==> src/rtl/primitive_sr_bram_multitap.sv <==
// BRAM-backed circular delay line with one write port and NTAPS programmable read taps.
// Define IKA2151_SR_BRAM_FWD_EN to forward same-tick write data to taps whose delay is 1.
module primitive_sr_bram_multitap #(
  parameter  int WIDTH  = 8,
  parameter  int LENGTH = 32,
  parameter  int NTAPS  = 2,
  localparam int AW     = $clog2(LENGTH),
  localparam int DW     = $clog2(LENGTH + 1)
) (
  input  logic                   i_EMUCLK,
  input  logic                   i_RST,
  input  logic                   i_CEN_n,
  input  logic                   i_CNTRRST,
  input  logic                   i_WR,
  input  logic [WIDTH-1:0]       i_D,
  input  logic [NTAPS*DW-1:0]    i_TAPDLY,
  output logic [NTAPS*WIDTH-1:0] o_Q_TAP,
  output logic [AW-1:0]          o_SLOT,
  output logic                   o_WRAP,
  output logic                   o_BUSY
);

  localparam int SW = AW + 2;

  typedef enum logic {ST_CLEAR, ST_RUN} state_t;

  state_t                   r_state;
  logic [AW-1:0]            r_ptr;
  logic [AW-1:0]            r_clrcnt;
  logic [NTAPS*WIDTH-1:0]   r_q;
  logic                     r_wrap;
  logic                     r_busy;
  logic [WIDTH-1:0]         r_mem [LENGTH];

  logic                     w_tick;
  logic                     w_ptrLast;
  logic                     w_clrLast;
  logic [AW-1:0]            w_ptrNext;
  logic                     w_wen;
  logic [AW-1:0]            w_waddr;
  logic [WIDTH-1:0]         w_wdata;
  logic [NTAPS*WIDTH-1:0]   w_tapNext;

  assign w_tick    = ~i_CEN_n;
  assign w_ptrLast = (r_ptr == AW'(LENGTH - 1));
  assign w_clrLast = (r_clrcnt == AW'(LENGTH - 1));
  assign w_ptrNext = (i_CNTRRST || w_ptrLast) ? '0 : r_ptr + 1'b1;

  // Single write port shared by the clear sequencer and normal slot writes.
  always_comb begin
    w_wen   = 1'b0;
    w_waddr = r_ptr;
    w_wdata = i_D;
    if (w_tick && !i_RST) begin
      if (r_state == ST_CLEAR) begin
        w_wen   = 1'b1;
        w_waddr = r_clrcnt;
        w_wdata = '0;
      end else if (i_WR) begin
        w_wen = 1'b1;
      end
    end
  end

  always_ff @(posedge i_EMUCLK) begin
    if (w_wen) r_mem[w_waddr] <= w_wdata;
  end

  for (genvar k = 0; k < NTAPS; k++) begin : g_tap
    logic [DW-1:0]    w_dlyRaw;
    logic [DW-1:0]    w_dly;
    logic [SW-1:0]    w_sum;
    logic [AW-1:0]    w_raddr;
    logic [WIDTH-1:0] w_rdata;

    assign w_dlyRaw = i_TAPDLY[k*DW +: DW];
    assign w_dly    = (w_dlyRaw == '0 || w_dlyRaw > DW'(LENGTH)) ? DW'(LENGTH) : w_dlyRaw;
    // p + 1 - D kept non-negative by adding LENGTH; the sum lies in 1..2*LENGTH-1.
    assign w_sum    = SW'(r_ptr) + SW'(LENGTH + 1) - SW'(w_dly);
    assign w_raddr  = (w_sum >= SW'(LENGTH)) ? AW'(w_sum - SW'(LENGTH)) : AW'(w_sum);
    assign w_rdata  = r_mem[w_raddr];

`ifdef IKA2151_SR_BRAM_FWD_EN
    assign w_tapNext[k*WIDTH +: WIDTH] = (w_dly == DW'(1) && i_WR) ? i_D : w_rdata;
`else
    assign w_tapNext[k*WIDTH +: WIDTH] = w_rdata;
`endif
  end

  // Clear sequencer runs LENGTH ticks after every reset, then the ring runs freely.
  always_ff @(posedge i_EMUCLK or posedge i_RST) begin
    if (i_RST) begin
      r_state  <= ST_CLEAR;
      r_clrcnt <= '0;
      r_ptr    <= '0;
      r_q      <= '0;
      r_wrap   <= 1'b0;
      r_busy   <= 1'b1;
    end else if (w_tick) begin
      case (r_state)
        ST_CLEAR: begin
          r_q      <= '0;
          r_wrap   <= 1'b0;
          r_clrcnt <= r_clrcnt + 1'b1;
          if (w_clrLast) begin
            r_state  <= ST_RUN;
            r_busy   <= 1'b0;
            r_clrcnt <= '0;
          end
        end
        ST_RUN: begin
          r_q    <= w_tapNext;
          r_wrap <= i_CNTRRST || w_ptrLast;
          r_ptr  <= w_ptrNext;
        end
        default: r_state <= ST_CLEAR;
      endcase
    end
  end

  assign o_Q_TAP = r_q;
  assign o_SLOT  = r_ptr;
  assign o_WRAP  = r_wrap;
  assign o_BUSY  = r_busy;

endmodule
==> config.mk <==
export PLATFORM = sky130hd
export DESIGN_NAME = primitive_sr_bram_multitap
export DESIGN_NICKNAME = d
export VERILOG_FILES = /design/src/rtl/primitive_sr_bram_multitap.sv
export SDC_FILE = /design/constraint.sdc
export NUM_CORES = 1
export LEC_CHECK = 0
export CAP_MARGIN = 20
export CORE_UTILIZATION = 32
export CTS_CLUSTER_DIAMETER = 150
export DETAILED_ROUTE_END_ITERATION = 8
export DONT_BUFFER_PORTS = 1
export PLACE_DENSITY = 0.5
export RECOVER_POWER = 25
export SETUP_SLACK_MARGIN = 0.05
export SYNTH_ARGS = -nofsm -noshare
export SYNTH_HDL_FRONTEND = slang
export SYNTH_SLANG_ARGS = --single-unit
==> constraint.sdc <==
create_clock -name i_EMUCLK -period 4.01 [get_ports i_EMUCLK]
set_input_delay 1.0025 -clock i_EMUCLK [delete_from_list [all_inputs] [get_ports i_EMUCLK]]
set_output_delay 1.0025 -clock i_EMUCLK [all_outputs]
set_load 0.1 [all_outputs]
Figure 1. Wires at chosen ports, followed through buffers.
Bar = 50 microns.
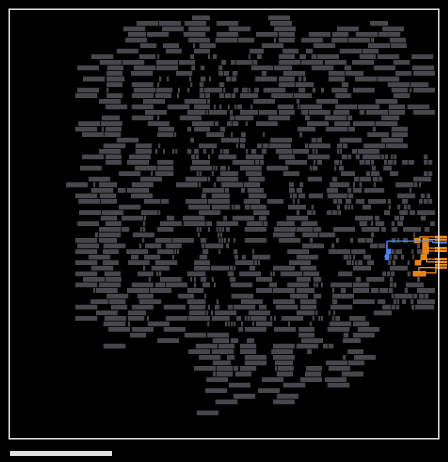
| port | colour | direction | edge | end cells | buffers | wire |
|---|---|---|---|---|---|---|
| `i_WR` | blue | input | right | 2 | 0 | 33.4 microns |
| `i_D` | orange | input | right | 8 | 0 | 58.6 microns |

Figure 2. Placed cells, one colour a class.
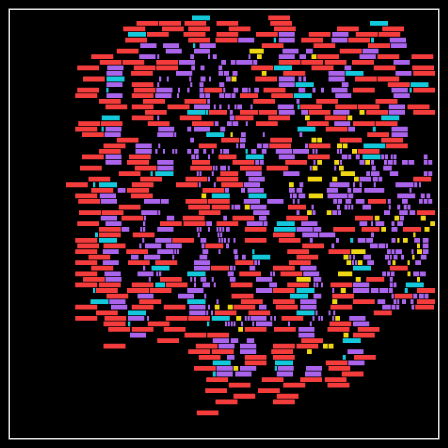
| class | colour | cells | share of their area |
|---|---|---|---|
| clock drivers and dummy loads | cyan | 62 | 7.2% |
| sequential cells | red | 285 | 55% |
| remaining logic cells | purple | 486 | 34% |
| remaining buffers and delay cells | yellow | 64 | 3.5% |
share of cell area taken by flip-flops and latches: 0.5289
CORE AREA: 0.04213 sq mm

==> Slide: Implementation Results <==
Flow Results at a Glance

Run status
  – Outcome: finished, violations left
  – Failing checks: capacitance limit, slew limit

Power
  – Overall power after layout: roughly 14 mW
  – Comb pwr: 7.27 mW
  – Pleak: approximately 5.3 nW
  – Biggest consumer: combinational cells
  – Portion of total power attributed to sequential cells: 0.281
  – Switching Power: approximately 6 mW
  – Combinational cell fraction of total power: 0.506
  – Sequential cell power: 4.04 mW

Synthesis
  – Number of register bits inferred by synthesis: 285
  – Library cell with the largest summed area after synthesis: sky130_fd_sc_hd__edfxtp_1
  – Area leader share: 0.5598
  – Flip-flop cell with the highest count after synthesis: sky130_fd_sc_hd__edfxtp_1
  – Synthesized Nets: about 860
  – Share of synthesized registers carrying an async set or reset: 0.1018
  – Top cells by area: sky130_fd_sc_hd__edfxtp_1 56%, sky130_fd_sc_hd__mux4_2 21%, sky130_fd_sc_hd__dfrtp_1 5.1%
  – Chip area estimate from yosys synthesis: 0.01373 sq mm
  – Proportion of synthesized chip area in sequential cells: 0.6127
  – Post-synthesis instance area: roughly 0.014 sq mm
  – Post-synth EDFFs: about 260

Setup path
  – Critical path fanouts, max: 14
  – Required time of the worst setup path: 4.15 ns
  – Crit end category: flop
  – Arr. time, crit path: ~3.7 ns
  – Critical path class: reg2reg
  – Launching element type of the critical path: flop

Cells and area
  – Logic area: 0.005166 sq mm
  – Final core occ: 0.3776
  – Filler cells: between 3,000 and 4,000
  – Antenna Diode Count: 0
  – Share of cells above drive strength 1: 0.3043
  – Area of all placed cells without fillers: 0.01591 sq mm
  – Layout Nets: just over 900
  – Top logic cells by instance count in the layout: 256 x sky130_fd_sc_hd__edfxtp_1, 129 x sky130_fd_sc_hd__mux4_2, 93 x sky130_fd_sc_hd__nand2_1
  – Layout overhead on the synthesized area: 15.83%

Placement
  – Detail Placement HPWL: between 20,000 and 30,000 microns
  – Instance area at placement: approximately 0.015 sq mm
  – Placer's final routability congestion estimate: about 0.86
  – Count of buffers inserted at the top-level ports: 0

Flow run
  – Max-Cap Viols: 1
  – Number of warning messages in the logs: 26

Global routing
  – Number of antenna violations at the first check in global routing: 1
  – Maximum number of pins on one net before global-route repair: 41
  – Wire length of the first global-routing pass: 58,170 microns
  – Vias in the first global route: between 8,000 and 9,000
  – Aggregate global routing overflow: 0

CTS
  – Deepest clock path buffer count: 3
  – Count of buffers added by post-CTS timing repair for setup: 0
  – Number of sinks on the clock net: between 200 and 300
  – Post-cts hold-fix buffer tally: 0
  – Total CTS buffers: 34
  – Clock H-tree levels: 2
  – CTS tree: yes
  – Worst-skew pair later-pin latency: 0.52 ns
  – Clock transition at path regs: 0.06 ns

Timing
  – Final period demand of the worst path: about 3.6 ns
  – Worst slew pin tran: ~1.6 ns
  – Least setup slack across all paths after layout: 0.4592 ns
  – Unrepaired setup endpoints after global routing: false
  – Share of the cycle needed by the critical path after routing: 0.8855
  – Slew Limit Fails: 33
  – Upper clock frequency limit: approximately 280 MHz
  – Clock skew after layout: roughly 0.018 ns

Floorplanning
  – Chip area: between 0.04 and 0.05 sq mm
  – Top Ports: approximately 48
  – Initial Utilization: 0.3259
  – FP Rows: roughly 75

Route
  – Count of antenna-violating nets left after detailed routing: 0
  – Per-cell routed wire length: around 28 microns
  – Detailed-route vias per instance: approximately 5.6
Figure 3. Cell area per tile.
Bar = 50 microns. The die is cut into 21 by 21 equal tiles; black is low, pale yellow is high, 0 to 100% covered.
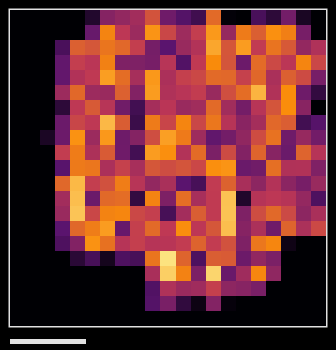
emptiest ninth of the die: lower left
mean over tiles: 35%
fullest tile: 94%
tiles over 75% full: 7.0%
nearly empty tiles: 29%

Figure 4. Floorplan with the power grid.
Bar = 50 microns. Pins as bars on the die edge.
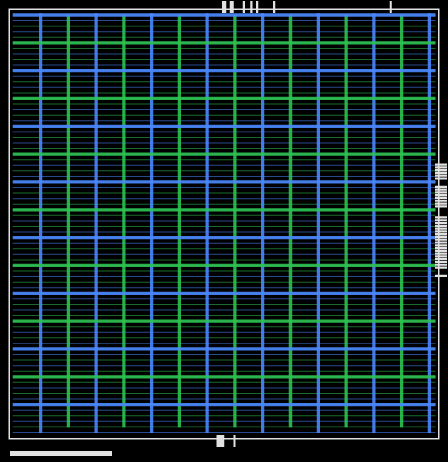
| net | colour |
|---|---|
| VDD | green |
| VSS | blue |
met4 straps: 15
signal pins: 48
met5 straps: 15
met1 rails: 76
die extent in x: 209.2 microns
chip height: 209.2 microns
IR drop worst, VDD: 0.0005919 V

-- state kept, by name, indices dropped and copies added, names as in the netlist --
| register | flops |
|---|---|
| o_BUSY | 1 |
| r_mem | 256 |
| o_SLOT | 5 |
| o_WRAP | 1 |
| o_Q_TAP | 16 |
| r_state | 1 |
| r_clrcnt | 5 |
-- final cells by class --
| type | instances | share of cell area |
|---|---|---|
| inverters | 6 | 0.001416 |
| multi-input cells | 480 | 0.3248 |
| clock inverters | 13 | 0.006922 |
| clock buffers | 49 | 0.06166 |
| flip-flops and latches | 285 | 0.5289 |
| repair buffers | 64 | 0.03390 |
| well taps | 539 | 0.04239 |
-- cells in the mapped netlist (6+ instances only) --
cell type,n
sky130_fd_sc_hd__a211oi_1,23
sky130_fd_sc_hd__a21oi_1,10
sky130_fd_sc_hd__and3_1,19
sky130_fd_sc_hd__buf_2,16
sky130_fd_sc_hd__clkbuf_1,25
sky130_fd_sc_hd__dfrtp_1,28
sky130_fd_sc_hd__edfxtp_1,256
sky130_fd_sc_hd__ha_1,12
sky130_fd_sc_hd__inv_1,6
sky130_fd_sc_hd__mux2_2,22
sky130_fd_sc_hd__mux2i_1,12
sky130_fd_sc_hd__mux4_2,129
sky130_fd_sc_hd__nand2_1,93
sky130_fd_sc_hd__nand2b_1,12
sky130_fd_sc_hd__nand3_1,9
sky130_fd_sc_hd__nor2_1,41
sky130_fd_sc_hd__nor2b_1,17
sky130_fd_sc_hd__nor3_1,6
sky130_fd_sc_hd__o21ai_0,19
sky130_fd_sc_hd__o221ai_1,7
sky130_fd_sc_hd__o22ai_1,8
sky130_fd_sc_hd__o41ai_1,9
-- cells by family (layout without fill, tap and decap cells) --
kind of cell | after synthesis | count (layout) | synth area share
buffers and inverters | 54 | 132 | 0.01704
flip-flops | 285 | 285 | 0.6127
AND-OR/OR-AND | 91 | 91 | 0.04483
adder cells (fa/ha/maj) | 14 | 14 | 0.01385
XOR/XNOR | 9 | 9 | 0.006287
AND/OR/NAND/NOR | 203 | 203 | 0.06696
multiplexers | 163 | 163 | 0.2383
-- worst paths after layout --
kind | from | to | slack [ns] | depth (start not counted)
max | r_state | r_mem[29][3] | 0.46 | 5
min | i_RST | r_clrcnt[3] | 0.33 | 1
max reg2reg | r_state | r_mem[29][3] | 0.46 | 5
min reg2reg | r_clrcnt[2] | r_clrcnt[2] | 0.60 | 2
max in group asynchronous | i_RST | o_Q_TAP[8] | 1.89 | 3
min in group i_EMUCLK | i_CEN_n | o_WRAP | 0.60 | 2
-- routing by layer --
| metal | track usage | wire [microns] | vias up |
|---|---|---|---|
| li1 | - | - | 3449 |
| met1 | 0.2635 | 18110 | 4261 |
| met2 | 0.2862 | 18390 | 296 |
| met3 | 0.03396 | 2186 | 67 |
| met4 | 0.07023 | 1424 | 0 |
| met5 | 0 | 0 | - |
-- worst max-delay path, stage by stage, from the launching register on --
cell and delay [ns]:
sky130_fd_sc_hd__dfrtp_1 0.51, sky130_fd_sc_hd__nor3_1 0.91, sky130_fd_sc_hd__mux2i_1 0.49, sky130_fd_sc_hd__nor2_1 0.27
sky130_fd_sc_hd__nand2_1 0.17, sky130_fd_sc_hd__nor2_1 0.82
Power figures rest on the tool's default switching activity, not on a simulated workload.
